==> run_1/m1.png <==
Drawn at 6 px/um.
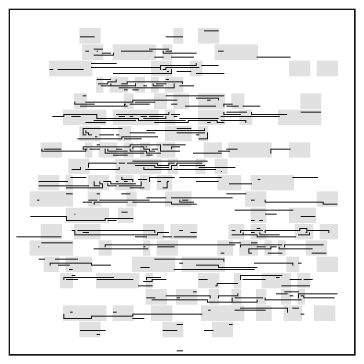
==> run_1/m2.png <==
Drawn at 8 px/um.
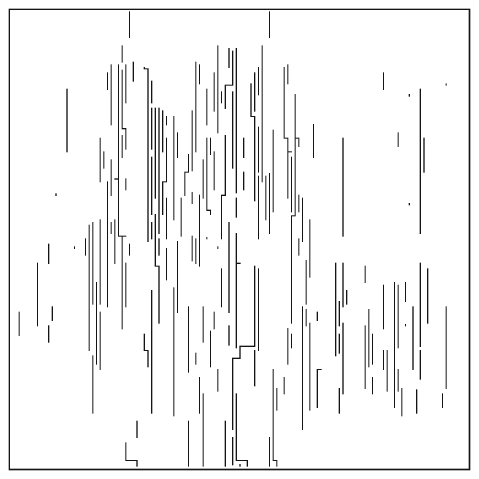
==> run_1/m3.png <==
Drawn at 4 px/um.
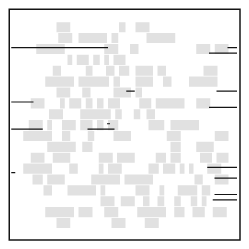
**src/rtl/iot_event_arbiter_if.sv**
```systemverilog
// Purpose: request/grant bundle between N_DEV IoT device ports and the event arbiter.
// Latency: none, wires only.
// Backpressure: a device holds req until it sees its gnt pulse.
// Ports (signals):
//   req, req_on           device -> arbiter: change request and direction (1 connect, 0 disconnect)
//   gnt, reject           arbiter -> device: one-hot grant pulse and redundant-request flag
//   change, on_off        arbiter -> counter: single-cycle event strobe and its direction
//   active_mask, busy     arbiter status: connected devices, grant cycle in progress
interface iot_event_arbiter_if #(
  parameter int N_DEV = 4
);
  logic [N_DEV-1:0] req;
  logic [N_DEV-1:0] req_on;
  logic [N_DEV-1:0] gnt;
  logic             reject;
  logic             change;
  logic             on_off;
  logic [N_DEV-1:0] active_mask;
  logic             busy;

  // Device / counter side.
  modport master (
    output req, req_on,
    input  gnt, reject, change, on_off, active_mask, busy
  );

  // Arbiter side.
  modport slave (
    input  req, req_on,
    output gnt, reject, change, on_off, active_mask, busy
  );
endinterface

```
**src/rtl/iot_event_arbiter.sv**
```systemverilog
// Purpose: round-robin serialiser of device connect/disconnect requests into counter strobes.
// Latency: req sampled at edge k, gnt/change/reject visible for cycle k+1; one grant per 2 cycles.
// Backpressure: requests wait (held by the device) while another grant is in flight.
// Ports:
//   clk, rst   clock and synchronous active-high reset
//   bus        slave side of iot_event_arbiter_if (req/req_on in; gnt, reject, change,
//              on_off, active_mask, busy out - all registered)
module iot_event_arbiter #(
  parameter int N_DEV = 4,
  parameter int PTR_W = 2
) (
  input  logic                    clk,
  input  logic                    rst,
  iot_event_arbiter_if.slave      bus
);

  typedef enum logic {
    IDLE  = 1'b0,
    GRANT = 1'b1
  } state_t;

  state_t             state, state_nxt;
  logic [PTR_W-1:0]   ptr, ptr_nxt;
  logic [N_DEV-1:0]   gnt_q, gnt_nxt;
  logic               reject_q, reject_nxt;
  logic               change_q, change_nxt;
  logic               on_off_q, on_off_nxt;
  logic [N_DEV-1:0]   mask_q, mask_nxt;

  // Round-robin winner search, starting at ptr and wrapping at N_DEV
  // (N_DEV need not be a power of two, so wrap explicitly).
  logic               found;
  logic [PTR_W-1:0]   win;

  always_comb begin
    int idx;
    found = 1'b0;
    win   = '0;
    idx   = 0;
    for (int k = 0; k < N_DEV; k++) begin
      idx = int'(ptr) + k;
      if (idx >= N_DEV) idx = idx - N_DEV;
      if (!found && bus.req[idx]) begin
        found = 1'b1;
        win   = PTR_W'(idx);
      end
    end
  end

  always_comb begin
    state_nxt  = state;
    ptr_nxt    = ptr;
    mask_nxt   = mask_q;
    // Strobes are single-cycle: they drop unless a new grant is issued this edge.
    gnt_nxt    = '0;
    reject_nxt = 1'b0;
    change_nxt = 1'b0;
    on_off_nxt = 1'b0;

    case (state)
      IDLE: begin
        if (found) begin
          gnt_nxt[win] = 1'b1;
          ptr_nxt      = (win == PTR_W'(N_DEV - 1)) ? '0 : win + 1'b1;
          state_nxt    = GRANT;
          // Request matching current state would double-count: grant but suppress the event.
          if (bus.req_on[win] == mask_q[win]) begin
            reject_nxt = 1'b1;
          end else begin
            change_nxt    = 1'b1;
            on_off_nxt    = bus.req_on[win];
            mask_nxt[win] = bus.req_on[win];
          end
        end
      end
      GRANT: begin
        // Requests are ignored here; the granted device drops req during this cycle.
        state_nxt = IDLE;
      end
      default: state_nxt = IDLE;
    endcase
  end

  always_ff @(posedge clk) begin
    if (rst) begin
      state    <= IDLE;
      ptr      <= '0;
      gnt_q    <= '0;
      reject_q <= 1'b0;
      change_q <= 1'b0;
      on_off_q <= 1'b0;
      mask_q   <= '0;
    end else begin
      state    <= state_nxt;
      ptr      <= ptr_nxt;
      gnt_q    <= gnt_nxt;
      reject_q <= reject_nxt;
      change_q <= change_nxt;
      on_off_q <= on_off_nxt;
      mask_q   <= mask_nxt;
    end
  end

  assign bus.gnt         = gnt_q;
  assign bus.reject      = reject_q;
  assign bus.change      = change_q;
  assign bus.on_off      = on_off_q;
  assign bus.active_mask = mask_q;
  assign bus.busy        = (state == GRANT);

endmodule

```
**src/flat_wrapper.sv**
```systemverilog
// flat-port wrapper written by rule: the top's interface ports become plain ports
module iot_event_arbiter_flat 
#(
  parameter int N_DEV = 4,
  parameter int PTR_W = 2
)
  (clk, rst, bus_req, bus_req_on, bus_gnt, bus_reject, bus_change, bus_on_off, bus_active_mask, bus_busy);
  iot_event_arbiter_if #(.N_DEV(N_DEV)) bus_i ();
  input  logic clk;
  input  logic rst;
  input wire logic [$bits(bus_i.req)-1:0] bus_req;
  input wire logic [$bits(bus_i.req_on)-1:0] bus_req_on;
  output wire logic [$bits(bus_i.gnt)-1:0] bus_gnt;
  output wire logic [$bits(bus_i.reject)-1:0] bus_reject;
  output wire logic [$bits(bus_i.change)-1:0] bus_change;
  output wire logic [$bits(bus_i.on_off)-1:0] bus_on_off;
  output wire logic [$bits(bus_i.active_mask)-1:0] bus_active_mask;
  output wire logic [$bits(bus_i.busy)-1:0] bus_busy;
  assign bus_i.req = bus_req;
  assign bus_i.req_on = bus_req_on;
  assign bus_gnt = bus_i.gnt;
  assign bus_reject = bus_i.reject;
  assign bus_change = bus_i.change;
  assign bus_on_off = bus_i.on_off;
  assign bus_active_mask = bus_i.active_mask;
  assign bus_busy = bus_i.busy;
  iot_event_arbiter #(.N_DEV(N_DEV), .PTR_W(PTR_W)) u_core (.clk(clk), .rst(rst), .bus(bus_i));
endmodule
```
**config.mk**
```make
export PLATFORM = sky130hd
export DESIGN_NAME = iot_event_arbiter_flat
export DESIGN_NICKNAME = d
export VERILOG_FILES = /design/src/rtl/iot_event_arbiter_if.sv /design/src/rtl/iot_event_arbiter.sv /design/src/flat_wrapper.sv
export SDC_FILE = /design/constraint.sdc
export NUM_CORES = 1
export LEC_CHECK = 0
export ABC_AREA = 0
export CAP_MARGIN = 10
export CELL_PAD_IN_SITES_DETAIL_PLACEMENT = 1
export CELL_PAD_IN_SITES_GLOBAL_PLACEMENT = 2
export CORE_MARGIN = 2
export CORE_UTILIZATION = 31
export DETAILED_ROUTE_END_ITERATION = 16
export HOLD_SLACK_MARGIN = 0.03
export PLACE_DENSITY_LB_ADDON = 0.1
export SETUP_SLACK_MARGIN = 0.15
export SYNTH_ARGS = -nofsm -noshare
export SYNTH_HDL_FRONTEND = slang
export SYNTH_SLANG_ARGS = --single-unit
```
**constraint.sdc**
```tcl
create_clock -name clk -period 4.9 [get_ports clk]
set_input_delay 0.49 -clock clk [delete_from_list [all_inputs] [get_ports clk]]
set_output_delay 0.49 -clock clk [all_outputs]
set_load 0.02 [all_outputs]
```
==> reports/qor.yml, run 1 <==
clk-insertion-delay-late_ps: 280
warning_count: 29
maxSlewViolCount: 0
crit_path_end: "u_core.bus.active_mask[2]"
reg2reg_from: "u_core.ptr[0]"
top_area_share_pct: 31.77
finalHoldViolCount: 0
reg2reg_setup_slack_ps: 2770
p_int_w: 0.0002694
path_class: "input pin to flip-flop"
top_cells_by_count: "dfxtp_1 (14), nand3_1 (8), inv_1 (5), o21ai_1 (5)"
hold_start: "u_core.bus.active_mask[2]"
synth_area_per_cell_sq_um: 9.801
top_power_group: "combinational logic"
n_fill_cell: 324
syn_to_final_growth_pct: 29.79
fp_util_pct: 32.27
drive_above_1_share_pct: 16.81
yosysWarnings: 0
ys_ff: 14
fp_nets: 104
setup_tns_ps: 0
startpoint: "bus_req[1]"
synth.most_common_cell: "dfxtp_1"
grt_use_total_pct: 15.48
n_antenna_cell: 0
postLayoutSetupSlackWorst_ps: 2421
status: "finished clean"
buffer_area_share_pct: 19.02
drc: 0
ff_latch_area_sq_um: 280.3
clkPwrFrac_pct: 14.3
drtIter0Drc: 25
powerComb_w: 0.000244
yosysSeqAreaShare_pct: 31.77
synthDistinctLibCells: 35
grt_first_pass_wirelength_mm: 3.974
die_h_um: 57.34
fin_crit_sh_pct: 50.60
drtPass1Iterations: 4
p_comb_share_pct: 52.5
critPathRequiredTime_ps: 5080
die-area_sq_um: 3288
cts_resized: 0
leakage_nw: 0.4298
ir_drop_mv: 0.1776
pg_clk_w: 0.0000665
wl_per_cell_um: 15.43
hpwl_mm: 1.730
nets: 129
coreArea_sq_um: 2734
## Picture notes: m1.png
The longest straight run is 21.6 um. The layer holds 47% of the routed length. The wires run mostly horizontal. The layer carries 1050 um of wire. 109 nets have wire on it.
met1 Use GR: 21.10%
Vias: 795
WL final: 2.222 mm

## Picture notes: m2.png
The longest straight run is 21.6 um. 112 nets have wire on it. The layer carries 1070 um of wire. The layer holds 48% of the routed length.
met2 Usage GRT: 23.86%

## Picture notes: m3.png
The layer carries 89.7 um of wire. The longest straight run is 23.9 um. The layer holds 4.0% of the routed length.
met3 global-route usage: 3.855%

==> run 1: metal layers <==
| metal | vias to the layer above | track usage, % | part of all wire, % |
|---|---|---|---|
| met2 | 16 | 23.86 | 48 |
| met4 | 0 | 5.316 | 0.86 |
| li1 | 393 | - | - |
| met1 | 384 | 21.10 | 47 |
| met5 | - | 0 | 0 |
| met3 | 2 | 3.855 | 4.0 |
==> run 1: sequential cells by signal, indices dropped and copies added, names as in the netlist <==
name and count:
u_core.bus.active_mask 4, u_core.bus.gnt 4, u_core.ptr 2, u_core.bus.busy 1
u_core.bus.change 1, u_core.bus.on_off 1, u_core.bus.reject 1
==> run 1: stage by stage <==
step	util, %	cells	instance area [sq um]
floorplan	-	90	882.1
global placement	41.05	141	1122
detailed placement	41.05	141	1122
CTS	41.88	144	1145
global route	41.88	144	1145
finish	41.88	144	1145
==> run 1: cells by family (layout without fill, tap and decap cells) <==
kind of cell | Yosys count | in the layout | synth area share, %
simple gates | 32 | 32 | 23.55
compound gates | 30 | 30 | 31.91
flops | 14 | 14 | 31.77
buf+inv | 9 | 32 | 5.957
fa+ha+maj | 4 | 4 | 5.674
mux | 1 | 1 | 1.135
==> run 1: critical path, cell delays in order <==
cell and delay, ps:
clkdlybuf4s50_1 540, nor2b_2 80, o21bai_1 170, and3b_1 550
inv_6 100, ha_1 270, nand3_1 90, o221ai_1 130
a32o_1 220
==> run 1: cell usage in the layout (no fill, tap or decap), types with 3 or more instances in the layout <==
master,n
nand3_1,8
a32o_1,4
dfxtp_1,14
clkdlybuf4s50_1,21
nand4_1,4
clkbuf_4,3
inv_1,5
and3_1,4
a211oi_2,3
o21ai_1,5
ha_1,4
o221ai_1,4
nor2_1,3
==> run_1/congestion_map.png <==
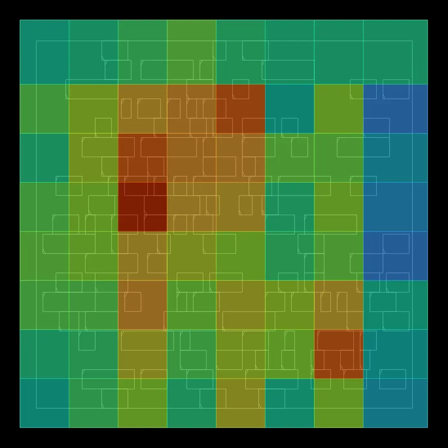

==> run 2: changes to the inputs <==
--- a/config.mk
+++ b/config.mk
@@ -10,7 +10,7 @@
 export CELL_PAD_IN_SITES_DETAIL_PLACEMENT = 1
 export CELL_PAD_IN_SITES_GLOBAL_PLACEMENT = 2
 export CORE_MARGIN = 2
-export CORE_UTILIZATION = 31
+export CORE_UTILIZATION = 29
 export DETAILED_ROUTE_END_ITERATION = 16
 export HOLD_SLACK_MARGIN = 0.03
 export PLACE_DENSITY_LB_ADDON = 0.1
==> constraint.sdc (replaced) <==
create_clock -name clk -period 2.29 [get_ports clk]
set_input_delay 0.229 -clock clk [delete_from_list [all_inputs] [get_ports clk]]
set_output_delay 0.229 -clock clk [all_outputs]
set_load 0.02 [all_outputs]
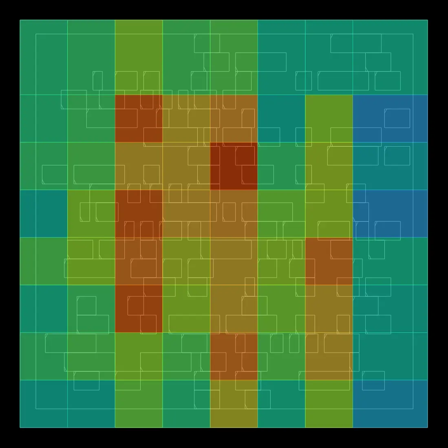
(run_2/congestion_map.png)
GRT Overall Usage: 15.35%
GR peak layer: met2
WL per Instance: 15.84 um

==> reports/qor.yml, run 2 <==
drt-total-wl_mm: 2.344  # was 2.222 mm
startpoint: "bus_req[0]"  # was bus_req[1]
dp_cells: 145  # was 141
syn_to_final_growth_pct: 33.19  # was 29.79%
design_area_sq_um: 1175  # was 1145 sq um
synth_area_per_cell_sq_um: 9.801  # unchanged
clockBufferDepth: 2  # unchanged
nets: 131  # was 129
top_cells_by_count: "dfxtp_1 (14), nand3_1 (8), inv_1 (5), o21ai_1 (5)"  # unchanged
setup_tns_ps: 0  # unchanged
async_reset_ff_share_pct: 0  # unchanged
holdWs_ps: 535.9  # was 547.1 ps
ir_drop_mv: 0.3242  # was 0.1776 mV
warning_count: 29  # unchanged
n_antenna_cell: 0  # unchanged
whs_endpoint: "u_core.bus.active_mask[3]"  # was u_core.bus.active_mask[2]
leakage_nw: 0.4437  # was 0.4298 nW
critPathRequiredTime_ps: 2470  # was 5080 ps
ys_ff: 14  # unchanged
max_cap_violations: 0  # unchanged
top_area_share_pct: 31.77  # unchanged
status: "finished clean"  # unchanged
cts_resized: 0  # unchanged
fp_nets: 104  # unchanged
layout_top_cell: "clkdlybuf4s50_1"  # unchanged
final_util_pct: 39.45  # was 41.88%
yosys.area.top_type: "dfxtp_1"  # unchanged
drtIter0Drc: 27  # was 25
hold_class: "flip-flop to flip-flop"  # unchanged
fin_crit_sh_pct: 87.52
placed_area_sq_um: 1152  # was 1122 sq um
fin_cells: 148  # was 144
io-pin-count: 22  # unchanged
via_per_inst: 5.372  # was 5.521
met3_usage_pct: 2.620  # was 3.855%
met1_usage_pct: 20.27  # was 21.10%
fp.dieW_um: 59.15  # was 57.34 um
crit_path_end: "u_core.bus.active_mask[3]"  # was u_core.bus.active_mask[2]
critical_path.top_delay_family: "AND-OR/OR-AND gates"  # was simple AND/OR/NAND/NOR gates
fmax_mhz: 499.0
maxSlewViolCount: 0  # unchanged
cp_slowest_cell: "clkdlybuf4s50_1"  # was and3b_1
slowest_delay_ps: 470  # was 550 ps
coreArea_sq_um: 2978  # was 2734 sq um
die-area_sq_um: 3499  # was 3288 sq um
cts_made_buffers: 3  # unchanged
period_needed_ps: 2004
yosysSeqAreaShare_pct: 31.77  # unchanged
path_depth: 8  # was 9
reg2reg_from: "u_core.ptr[0]"  # unchanged
drtPass1Iterations: 4  # unchanged
fp_util_pct: 29.62  # was 32.27%
synthDistinctLibCells: 35  # unchanged
yosysWarnings: 0  # unchanged
hold_start: "u_core.bus.active_mask[3]"  # was u_core.bus.active_mask[2]
reg2reg_setup_slack_ps: 410  # was 2770 ps
clkPwrFrac_pct: 14.0  # was 14.3%
drc: 0  # unchanged
dr_total_vias: 795  # unchanged
cp.buffers_inverters: 2  # unchanged
htree_num_levels: 1  # unchanged
path_cells: "clkdlybuf4s50_1, nor2b_4, o21ba_1, nor2_4, inv_6, o21ai_1, o221ai_1, a32o_1"  # was clkdlybuf4s50_1, nor2b_2, o21bai_1, and3b_1, inv_6, ha_1, nand3_1, o221ai_1, a32o_1
p_int_w: 0.0005939  # was 0.0002694 W
min_path_cells: 1  # unchanged
postCtsSetupRepairBufs: 0  # unchanged
synth.most_common_cell: "dfxtp_1"  # unchanged
grt_use_met2_pct: 23.33  # was 23.86%
finalHoldViolCount: 0  # unchanged
drive_above_1_share_pct: 18.26  # was 16.81%
p_comb_share_pct: 53.8  # was 52.5%
grt-ovfl-total: 0  # unchanged
cp-end-kind: "flip-flop"  # unchanged
topCellsByArea: "dfxtp_1 (32%), ha_1 (5.7%), o211ai_4 (4.8%), a32o_1 (4.5%), nand3_1 (4.5%)"  # unchanged
p_sw_w: 0.0004238  # was 0.0001946 W
cts_tree: "done"  # unchanged
die_h_um: 59.15  # was 57.34 um
path_class: "input pin to flip-flop"  # unchanged
clk-insertion-delay-late_ps: 280  # about the same
hpwl_mm: 1.776  # was 1.730 mm
lay_top_cells: "clkdlybuf4s50_1 (21), dfxtp_1 (14), nand3_1 (8)"  # unchanged
grt_first_pass_wirelength_mm: 3.953  # was 3.974 mm
-- run 2: cell counts after synthesis --
Identical to the previous run, type by type.
-- run 2: area by class of cell --
cell class | instances | area (sq um)
Multi-Input combinational cell | 67 | 549.3
Tap cell | 33 | 41.29
Timing Repair Buffer | 24 | 245.2
Sequential cell | 14 | 280.3
Clock buffer | 3 | 22.52
Inverter | 7 | 36.28
Fill cell | 338 | 1803
-- run 2: per-stage QoR --
stage / setup WS [ps] / power, W
floorplan: 618.4 / 0.0006954
global placement: -6.325 / 0.0008818
detailed placement: 0.4088 / 0.0008814
CTS: 294.1 / 0.001031
global route: 154.0 / 0.001094
finish: 285.9 / 0.001018
-- run 2: logic make-up (layout without fill, tap and decap cells) --
logic type / after synthesis / count (layout) / share of synthesized area, %
buf+inv: 9 / 34 / 5.957
compound gates: 30 / 30 / 31.91
simple gates: 32 / 32 / 23.55
fa+ha+maj: 4 / 4 / 5.674
flops: 14 / 14 / 31.77
mux: 1 / 1 / 1.135
-- run 2: metal layers --
metal	wire length (um)	up-vias
li1	-	394
met1	1125	383
met3	76	4
met4	46	0
met2	1096	14
met5	0	-
-- run 2: power groups by stage --
stage               Clock (W)  Sequential (W)  Combinational [W]
floorplan                   0        0.000378           0.000318
global placement            0        0.000331           0.000551
detailed placement          0        0.000333           0.000549
CTS                  0.000152        0.000328           0.000552
global route         0.000160        0.000335           0.000598
finish               0.000142        0.000328           0.000547
Power is estimated from default activity; no workload was simulated.
